[src/rtl/note_distributor_pkg.sv]
// rtl/note_distributor_pkg.sv - shared widths, constants and state encoding for note_distributor
package note_distributor_pkg;

    localparam int unsigned NOTE_W = 6;
    localparam int unsigned DUR_W  = 6;

    localparam logic [NOTE_W-1:0] REST_NOTE = 6'd0;

    typedef enum logic {
        ST_FETCH = 1'b0,
        ST_WAIT  = 1'b1
    } dist_state_t;

endpackage

[src/rtl/note_distributor_free_player_select.sv]
// rtl/note_distributor_free_player_select.sv - lowest-set-bit priority encoder over free players
module free_player_select #(
    parameter int unsigned NUM_PLAYERS = 3
) (
    input  logic [NUM_PLAYERS-1:0] free,
    output logic [NUM_PLAYERS-1:0] grant,
    output logic                   any_free
);

    always_comb begin
        logic found;
        grant = '0;
        found = 1'b0;
        for (int i = 0; i < NUM_PLAYERS; i++) begin
            if (free[i] && !found) begin
                grant[i] = 1'b1;
                found    = 1'b1;
            end
        end
    end

    assign any_free = |free;

endmodule

[src/rtl/note_distributor.sv]
// rtl/note_distributor.sv - dispatches song notes to idle note players and paces waits on beats
module note_distributor
    import note_distributor_pkg::*;
#(
    parameter int unsigned NUM_PLAYERS = 3
) (
    input  logic                   clk,
    input  logic                   reset,
    input  logic                   play_enable,
    input  logic                   beat,
    input  logic                   note_valid,
    output logic                   note_ready,
    input  logic [NOTE_W-1:0]      entry_note,
    input  logic [DUR_W-1:0]       entry_duration,
    input  logic                   entry_is_wait,
    input  logic [NUM_PLAYERS-1:0] playing,
    output logic [NUM_PLAYERS-1:0] load_new_note,
    output logic [NOTE_W-1:0]      note_to_load,
    output logic [DUR_W-1:0]       duration_to_load,
    output logic                   idle
);

    dist_state_t            state, state_next;
    logic [DUR_W-1:0]       wait_cnt;
    logic [NUM_PLAYERS-1:0] free;
    logic [NUM_PLAYERS-1:0] grant;
    logic                   any_free;
    logic                   xfer;
    logic                   is_rest;
    logic                   is_note;

    // A player just loaded has not raised playing yet, so mask it out for that cycle.
    assign free = ~playing & ~load_new_note;

    free_player_select #(
        .NUM_PLAYERS(NUM_PLAYERS)
    ) u_select (
        .free     (free),
        .grant    (grant),
        .any_free (any_free)
    );

    assign is_rest = (entry_note == REST_NOTE);
    assign is_note = !entry_is_wait && !is_rest;
    assign xfer    = note_valid && note_ready;

    always_ff @(posedge clk) begin
        if (!reset) begin
            state <= ST_FETCH;
        end else begin
            state <= state_next;
        end
    end

    always_comb begin
        state_next = state;
        case (state)
            ST_FETCH: begin
                if (xfer && entry_is_wait && (entry_duration != '0)) begin
                    state_next = ST_WAIT;
                end
            end
            ST_WAIT: begin
                if (beat && play_enable && (wait_cnt == DUR_W'(1))) begin
                    state_next = ST_FETCH;
                end
            end
            default: state_next = ST_FETCH;
        endcase
    end

    // Holding note_ready low during reset keeps a pending entry from being acknowledged.
    always_comb begin
        note_ready = 1'b0;
        idle       = 1'b0;
        if (state == ST_FETCH) begin
            note_ready = reset && play_enable && (entry_is_wait || is_rest || any_free);
            idle       = (playing == '0) && (load_new_note == '0);
        end
    end

    always_ff @(posedge clk) begin
        if (!reset) begin
            wait_cnt <= '0;
        end else if (state == ST_FETCH) begin
            if (xfer && entry_is_wait && (entry_duration != '0)) begin
                wait_cnt <= entry_duration;
            end
        end else if (beat && play_enable) begin
            wait_cnt <= wait_cnt - DUR_W'(1);
        end
    end

    always_ff @(posedge clk) begin
        if (!reset) begin
            load_new_note    <= '0;
            note_to_load     <= '0;
            duration_to_load <= '0;
        end else if (xfer && is_note) begin
            load_new_note    <= grant;
            note_to_load     <= entry_note;
            duration_to_load <= entry_duration;
        end else begin
            load_new_note    <= '0;
        end
    end

endmodule

[config.mk]
export PLATFORM = sky130hd
export DESIGN_NAME = note_distributor
export DESIGN_NICKNAME = d
export VERILOG_FILES = /design/src/rtl/note_distributor_pkg.sv /design/src/rtl/note_distributor_free_player_select.sv /design/src/rtl/note_distributor.sv
export SDC_FILE = /design/constraint.sdc
export NUM_CORES = 1
export LEC_CHECK = 0
export ABC_AREA = 1
export CORE_MARGIN = 2
export CORE_UTILIZATION = 41
export DETAILED_ROUTE_END_ITERATION = 8
export GPL_TIMING_DRIVEN = 1
export HOLD_SLACK_MARGIN = 0.08
export PLACE_DENSITY = 0.8
export SYNTH_ARGS = -nofsm -noshare
export SYNTH_HDL_FRONTEND = slang
export SYNTH_SLANG_ARGS = --single-unit
[constraint.sdc]
create_clock -name clk -period 1.4 [get_ports clk]
set_clock_uncertainty 0.1 [all_clocks]
set_input_delay 0.21 -clock clk [delete_from_list [all_inputs] [get_ports clk]]
set_output_delay 0.21 -clock clk [all_outputs]
set_load 0.02 [all_outputs]
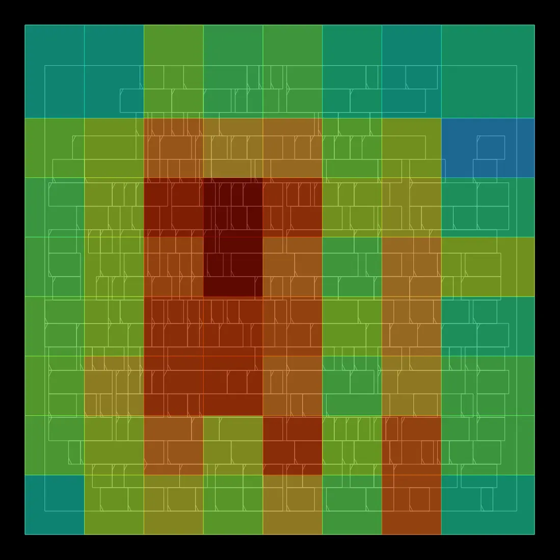
Figure 1: routing congestion.
met2 Resource Use GR: 43.49%
Avg WL per Cell: 14.29 um

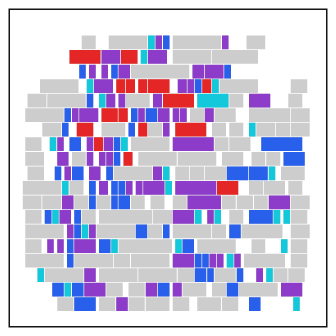
Figure 2: gate families picked out.
cyan -> inverters  # cells 27
purple -> NAND gates  # cells 62
blue -> NOR gates  # cells 49
red -> inverting AOI/OAI gates  # cells 16
non-filler cells, final: 289
Commonest Layout Cell: nor2_1
logic share of the area: 37.67%

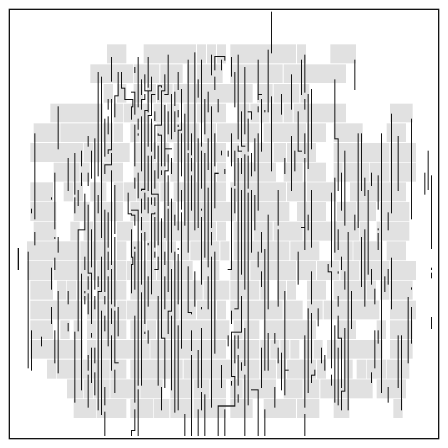
Figure 3: metal 2.
nets with wire on the layer = 241
longest straight run = 35.7 um
main direction = vertical
share of all routed wire = 50%

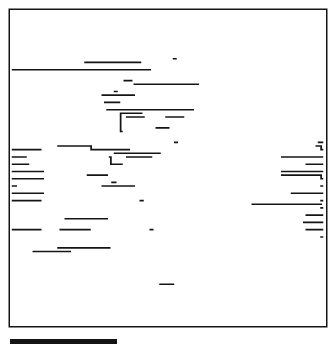
Figure 4: M3 wires.
The bar under the picture is 20 um long.
nets with wire on the layer = 44
main direction = horizontal
wire length on this layer = 263 um
share of all routed wire = 6.4%
longest straight run = 25.8 um
met3 Use GR: 2.620%
final WL: 4130 um
DR vias: 1480

==> impl_metrics.toml <==
# yosys + openroad results
[run_status]
outcome = "finished with violations"
violations = "setup timing"

[cells_and_area]
fin_area_sq_um = 2272
nets = 282
top_regs = "duration_to_load x6, note_to_load x6, wait_cnt x6"
fillers = 179
seq_share_pct = 19.71
comb_area_sq_um = 855.8
antenna_cells = 0
lay_top_cells = "29 x nor2_1, 28 x nand2_1, 28 x buf_4"

[synth]
yosys.area.top_type_share_pct = 35.38
synth_area_sq_um = 1245
top_logic_kind = "simple AND/OR/NAND/NOR gates"
xor_share_pct = 0
synthAoiAreaFrac_pct = 6.834
top_cell = "nor2_1"
syn_nets = 209
synth_cell_types = 25
synth_area_per_cell_sq_um = 6.693
ys_cells = 186

[sta]
hold_viol_final = 0
setup_viol = 23
setup_ws_ns = -0.2170
whs_ns = 0.04576

[pwr]
power_switching_mw = 0.4470
comb-power_mw = 0.416
powerSeq_mw = 0.662
p_total_mw = 1.590
p_int_mw = 1.143
p_per_area_nw_per_um2 = 699.9
combinationalPowerShare_pct = 26.2
peakVddDrop_mv = 0.5932
p_leak_nw = 1.171
swShare_pct = 28.11

[setup_path]
r2r-start = "state"
critPathTopFamily = "simple AND/OR/NAND/NOR gates"
cp-start-kind = "register"
path_class = "reg2reg"
worst_ep_required_time_ns = 1.57

[clocking]
postCtsSetupRepairBufs = 4
cts-root-buf = "clkbuf_4"
cts.reportedPaths.clkPinSlew_ns = 0.13

[global_route]
grt_max_degree = 20
grt_pass1_wl_um = 6423

[drt]
drc = 0
dr_wl_met2_um = 2056
via_per_inst = 5.121
ant_nets = 0

[placement]
gp_congestion = 0.8237
place_area_sq_um = 1824

[die]
taps = 31
die_h_um = 59.11
fp_util_pct = 44.01
die_w_um = 59.11

[hold_path]
whs_endpoint = "note_to_load[3]"
